**A small window of the routed layout**

Window x 91 to 121, y 18 to 48 um. Cells in grey, sequential cells in the stronger grey; small squares are vias.
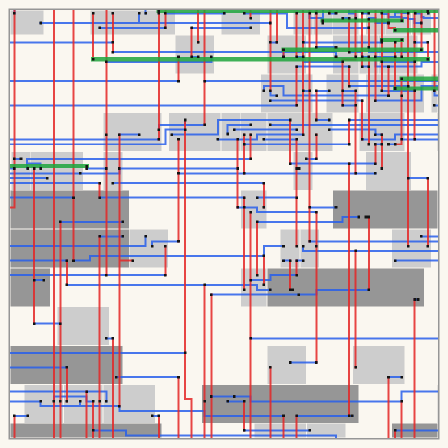
**Clock wires, drivers and flops**

Scale: 2 px per um.
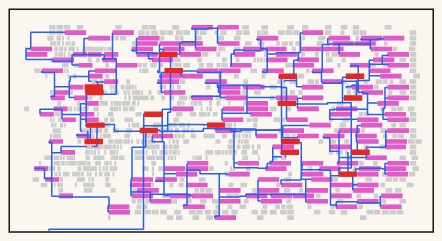
**Gate-type map**

Scale: 4 px per um.
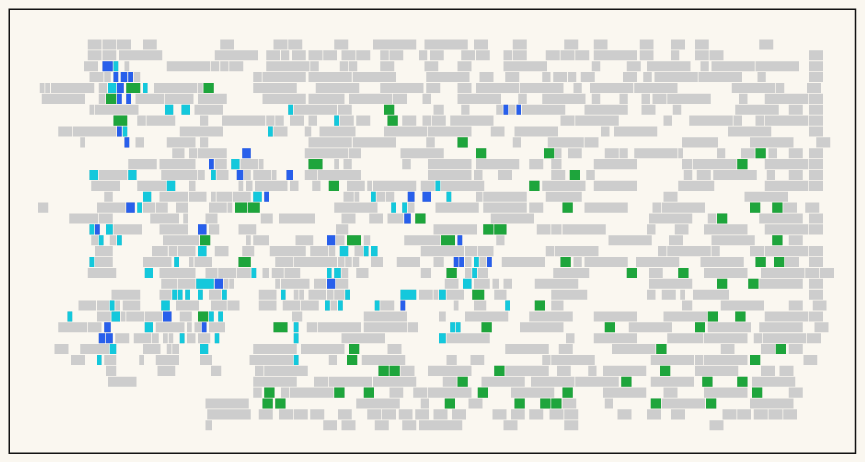
### src/rtl/pipe_pkg.sv
// Shared definitions for the pipe-gap generator.
// Holds the reset height tables, the LFSR tap mask, the coordinate width
// and the slot record type used by the top module.
package pipe_pkg;

    localparam int YW    = 10;
    localparam int DEF_N = 5;

    // Reset gap table, repeated every DEF_N slots when NUM_PIPES > DEF_N.
    localparam int DEF_T [DEF_N] = '{50, 100, 150, 110, 80};
    localparam int DEF_B [DEF_N] = '{250, 220, 230, 270, 280};

    // Fibonacci taps 16,14,13,11 on a right-shifting register map to
    // state bits 0,2,3,5; the feedback bit enters at bit 15.
    localparam logic [15:0] LFSR_TAPS = 16'h002D;

    typedef struct packed {
        logic [YW-1:0] top;
        logic [YW-1:0] bot;
        logic [YW-1:0] coin_y;
        logic          coin_vld;
    } slot_t;

    function automatic logic [15:0] lfsr_next(input logic [15:0] s);
        return {^(s & LFSR_TAPS), s[15:1]};
    endfunction

endpackage

### src/rtl/pipe_lfsr16.sv
// 16-bit free-running Fibonacci LFSR.
// Ports:
//   clk      in   system clock
//   rst      in   synchronous active-high reset, loads SEED
//   o_state  out  current 16-bit register state
module pipe_lfsr16
    import pipe_pkg::*;
#(
    parameter logic [15:0] SEED = 16'hACE1
) (
    input  logic        clk,
    input  logic        rst,
    output logic [15:0] o_state
);

    logic [15:0] r_state;

    always_ff @(posedge clk) begin
        if (rst) begin
            r_state <= SEED;
        end else begin
            r_state <= lfsr_next(r_state);
        end
    end

    assign o_state = r_state;

endmodule

### src/rtl/pipe_gap_gen.sv
// Registered generator of pipe-gap and coin Y coordinates for NUM_PIPES
// on-screen obstacles. The slot table shifts toward slot 0 on each advance;
// the incoming slot is either the outgoing one (mode 0, rotation) or a
// random gap from the LFSR whose height shrinks with difficulty (mode 1).
// Ports:
//   clk        in   system clock
//   rst        in   synchronous active-high reset
//   mode       in   0 = rotate table, 1 = random gaps (sampled on advance)
//   advance    in   1-cycle pulse, slot 0 leaves the screen
//   coin_take  in   1-cycle pulse, coin in slot coin_idx collected
//   coin_idx   in   slot index for coin_take (pre-shift numbering)
//   y_top      out  gap top edges, slot k at [k*YW +: YW]
//   y_bot      out  gap bottom edges
//   y_coin     out  coin Y coordinates
//   coin_vld   out  per-slot coin present flags
//   level      out  difficulty level
module pipe_gap_gen
    import pipe_pkg::*;
#(
    parameter int          NUM_PIPES   = 5,
    parameter int          YW          = 10,
    parameter int          SCREEN_H    = 300,
    parameter int          TOP_MIN     = 40,
    parameter int          BOT_MARGIN  = 20,
    parameter int          GAP_START   = 200,
    parameter int          GAP_MIN     = 100,
    parameter int          GAP_STEP    = 10,
    parameter int          LEVEL_EVERY = 8,
    parameter int          LEVEL_MAX   = 15,
    parameter int          COIN_OFS    = 30,
    parameter logic [15:0] LFSR_SEED   = 16'hACE1
) (
    input  logic                    clk,
    input  logic                    rst,
    input  logic                    mode,
    input  logic                    advance,
    input  logic                    coin_take,
    input  logic [2:0]              coin_idx,
    output logic [NUM_PIPES*YW-1:0] y_top,
    output logic [NUM_PIPES*YW-1:0] y_bot,
    output logic [NUM_PIPES*YW-1:0] y_coin,
    output logic [NUM_PIPES-1:0]    coin_vld,
    output logic [3:0]              level
);

    localparam int CNT_W = (LEVEL_EVERY > 2) ? $clog2(LEVEL_EVERY) : 1;

    // Elaboration-time parameter sanity checks. The largest gap gives the
    // smallest tmax; the smallest gap gives the lowest bottom edge.
    if (NUM_PIPES < 2 || NUM_PIPES > 8) begin : g_bad_num
        $error("pipe_gap_gen: NUM_PIPES must be in 2..8");
    end
    if (YW != pipe_pkg::YW) begin : g_bad_yw
        $error("pipe_gap_gen: YW must match pipe_pkg::YW");
    end
    if (GAP_MIN > GAP_START) begin : g_bad_gap
        $error("pipe_gap_gen: GAP_MIN exceeds GAP_START");
    end
    if (TOP_MIN > SCREEN_H - BOT_MARGIN - GAP_START) begin : g_bad_tmax
        $error("pipe_gap_gen: TOP_MIN exceeds worst-case tmax");
    end
    if (SCREEN_H - BOT_MARGIN >= (1 << YW)) begin : g_bad_bot
        $error("pipe_gap_gen: bottom edge does not fit in YW bits");
    end
    if (LFSR_SEED == 16'h0000) begin : g_bad_seed
        $error("pipe_gap_gen: LFSR_SEED must be nonzero");
    end

    localparam logic [YW:0] P_SCREEN_H   = (YW+1)'(SCREEN_H);
    localparam logic [YW:0] P_BOT_MARGIN = (YW+1)'(BOT_MARGIN);
    localparam logic [YW:0] P_TOP_MIN    = (YW+1)'(TOP_MIN);
    localparam logic [YW:0] P_GAP_START  = (YW+1)'(GAP_START);
    localparam logic [YW:0] P_GAP_MIN    = (YW+1)'(GAP_MIN);
    localparam logic [YW:0] P_GAP_STEP   = (YW+1)'(GAP_STEP);
    localparam logic [YW:0] P_COIN_OFS   = (YW+1)'(COIN_OFS);

    function automatic logic [YW-1:0] coin_of(input logic [YW-1:0] bot);
        logic [YW:0] t;
        t = {1'b0, bot} - P_COIN_OFS;
        return t[YW-1:0];
    endfunction

    function automatic slot_t reset_slot(input int k);
        slot_t s;
        s.top      = YW'(DEF_T[k % DEF_N]);
        s.bot      = YW'(DEF_B[k % DEF_N]);
        s.coin_y   = coin_of(s.bot);
        s.coin_vld = 1'b1;
        return s;
    endfunction

    logic [15:0]          w_lfsr;
    logic                 w_lfsr_unused;
    slot_t                r_slot [NUM_PIPES];
    logic [3:0]           r_level;
    logic [CNT_W-1:0]     r_adv_cnt;
    logic [NUM_PIPES-1:0] w_vld_clr;
    slot_t                w_new;
    logic [YW:0]          w_red;
    logic [YW:0]          w_gap;
    logic [YW:0]          w_tmax;
    logic [YW:0]          w_top_raw;
    logic [YW:0]          w_top;
    logic [YW:0]          w_bot;

    pipe_lfsr16 #(
        .SEED (LFSR_SEED)
    ) u_lfsr (
        .clk     (clk),
        .rst     (rst),
        .o_state (w_lfsr)
    );

    // Only the low byte feeds the gap position.
    assign w_lfsr_unused = ^w_lfsr[15:8];

    // Coin clears act on the pre-shift numbering, so they are folded in
    // before the shift picks up its source flags.
    always_comb begin
        w_vld_clr = '0;
        for (int k = 0; k < NUM_PIPES; k++) begin
            w_vld_clr[k] = r_slot[k].coin_vld & ~(coin_take && (coin_idx == 3'(k)));
        end
    end

    // Incoming slot for the tail of the table.
    always_comb begin
        w_red = (YW+1)'(r_level) * P_GAP_STEP;
        // Compare before subtracting so the gap never wraps below GAP_MIN.
        if (w_red >= P_GAP_START - P_GAP_MIN) begin
            w_gap = P_GAP_MIN;
        end else begin
            w_gap = P_GAP_START - w_red;
        end
        w_tmax    = P_SCREEN_H - P_BOT_MARGIN - w_gap;
        w_top_raw = P_TOP_MIN + (YW+1)'(w_lfsr[7:0]);
        w_top     = (w_top_raw > w_tmax) ? w_tmax : w_top_raw;
        w_bot     = w_top + w_gap;

        w_new = '0;
        if (mode) begin
            w_new.top = w_top[YW-1:0];
            w_new.bot = w_bot[YW-1:0];
        end else begin
            w_new.top = r_slot[0].top;
            w_new.bot = r_slot[0].bot;
        end
        w_new.coin_y   = coin_of(w_new.bot);
        w_new.coin_vld = 1'b1;
    end

    always_ff @(posedge clk) begin
        if (rst) begin
            for (int k = 0; k < NUM_PIPES; k++) begin
                r_slot[k] <= reset_slot(k);
            end
            r_level   <= '0;
            r_adv_cnt <= '0;
        end else if (advance) begin
            for (int k = 0; k < NUM_PIPES - 1; k++) begin
                r_slot[k].top      <= r_slot[k+1].top;
                r_slot[k].bot      <= r_slot[k+1].bot;
                r_slot[k].coin_y   <= r_slot[k+1].coin_y;
                r_slot[k].coin_vld <= w_vld_clr[k+1];
            end
            r_slot[NUM_PIPES-1] <= w_new;
            if (r_adv_cnt == CNT_W'(LEVEL_EVERY - 1)) begin
                r_adv_cnt <= '0;
                if (r_level != 4'(LEVEL_MAX)) begin
                    r_level <= r_level + 4'd1;
                end
            end else begin
                r_adv_cnt <= r_adv_cnt + CNT_W'(1);
            end
        end else begin
            for (int k = 0; k < NUM_PIPES; k++) begin
                r_slot[k].coin_vld <= w_vld_clr[k];
            end
        end
    end

    always_comb begin
        y_top    = '0;
        y_bot    = '0;
        y_coin   = '0;
        coin_vld = '0;
        for (int k = 0; k < NUM_PIPES; k++) begin
            y_top[k*YW +: YW]  = r_slot[k].top;
            y_bot[k*YW +: YW]  = r_slot[k].bot;
            y_coin[k*YW +: YW] = r_slot[k].coin_y;
            coin_vld[k]        = r_slot[k].coin_vld;
        end
    end

    assign level = r_level;

endmodule

### config.mk
export PLATFORM = sky130hd
export DESIGN_NAME = pipe_gap_gen
export DESIGN_NICKNAME = d
export VERILOG_FILES = /design/src/rtl/pipe_pkg.sv /design/src/rtl/pipe_lfsr16.sv /design/src/rtl/pipe_gap_gen.sv
export SDC_FILE = /design/constraint.sdc
export NUM_CORES = 1
export LEC_CHECK = 0
export CORE_ASPECT_RATIO = 0.5
export CORE_MARGIN = 5
export CORE_UTILIZATION = 39
export CTS_CLUSTER_SIZE = 20
export DETAILED_ROUTE_END_ITERATION = 16
export GPL_ROUTABILITY_DRIVEN = 0
export PLACE_DENSITY_LB_ADDON = 0.1
export SLEW_MARGIN = 20
export SYNTH_ARGS = -nofsm -noshare
export SYNTH_HDL_FRONTEND = slang
export SYNTH_SLANG_ARGS = --single-unit
### constraint.sdc
create_clock -name clk -period 8.55 [get_ports clk]
set_input_delay 1.71 -clock clk [delete_from_list [all_inputs] [get_ports clk]]
set_output_delay 1.71 -clock clk [all_outputs]
set_load 0.005 [all_outputs]
==> Slide: Implementation Results <==
Run Summary

Worst setup path
  – Critical-path top delay cell: o41ai_2
  – WP data arrival: 7410 ps
  – Setup crit start: level[3]$_SDFFE_PP0P_

Placed design
  – DP Worst Slack: 1464 ps
  – Cell Area, Placed: 9796 sq um

Final layout
  – Commonest Layout Cell: clkdlybuf4s50_1
  – Area Growth Syn to Fin: 31.22%
  – Clk_buf instances: 19
  – Fill count: 1,705

Final timing
  – Setup WS post-layout: 1309 ps
  – Setup Total Neg Slack: 0 ps
  – Top achievable clock speed: 0.1381 GHz

Clock tree
  – Cts repair resizes: 0
  – Max Root-Sink Buffers: 2
  – Root Buffer: clkbuf_16

Drt
  – DRC Markers: 0
  – Routed wire length: 19,070 um

Power
  – Comb power frac: 15.1%
  – NetSw: 0.5293 mW
  – Comb. pwr: 0.317 mW
  – VDD IR-drop max: 0.1521 mV

Synthesis
  – Simple Share, Synth: 12.73%
  – Cell area after synthesis: 7895 sq um
  – Post-synth seq share: 62.88%
  – Synthesis warning total: 0

Die
  – Tap cells: 266
  – Die area: 23,360 sq um

Job
  – Max-cap violations: 0

Outcome
  – Status: finished, final reports clean

Global route
  – Met3 usage: 3.343%
  – Met1 Use GR: 23.11%
## Picture notes: 'a small window of the routed layout'
legend:
  metal 1:
    colour: blue
  metal 3:
    colour: green
  metal 2:
    colour: red
cells with their middle in the window: 46
netlist names of flops here include: `r_slot` (6)
sequential cells in the window: 6
most frequent: edfxtp_1 (6), nor2_1 (5)

## Picture notes: 'clock wires, drivers and flops'
legend:
  clock wires:
    colour: blue
    length: 2,190 um
  flip-flops:
    colour: magenta
    count: 173
  clock drivers:
    colour: red
    count: 17
flops lie: all over the die
routed clock nets: 18
clk_skew: 14.73 ps
Power Clock: 0.753 mW
Clk pwr share: 36.0%
clk latency late pin: 420 ps

## Picture notes: 'gate-type map'
legend:
  non-inverting ao/oa cells:
    colour: green
    cells: 73
    most_used: a21o_1
  nand cells:
    colour: blue
    cells: 35
    most_used: nand2_1
  nor cells:
    colour: cyan
    cells: 71
    most_used: nor2_1

Power is estimated from default activity; no workload was simulated.
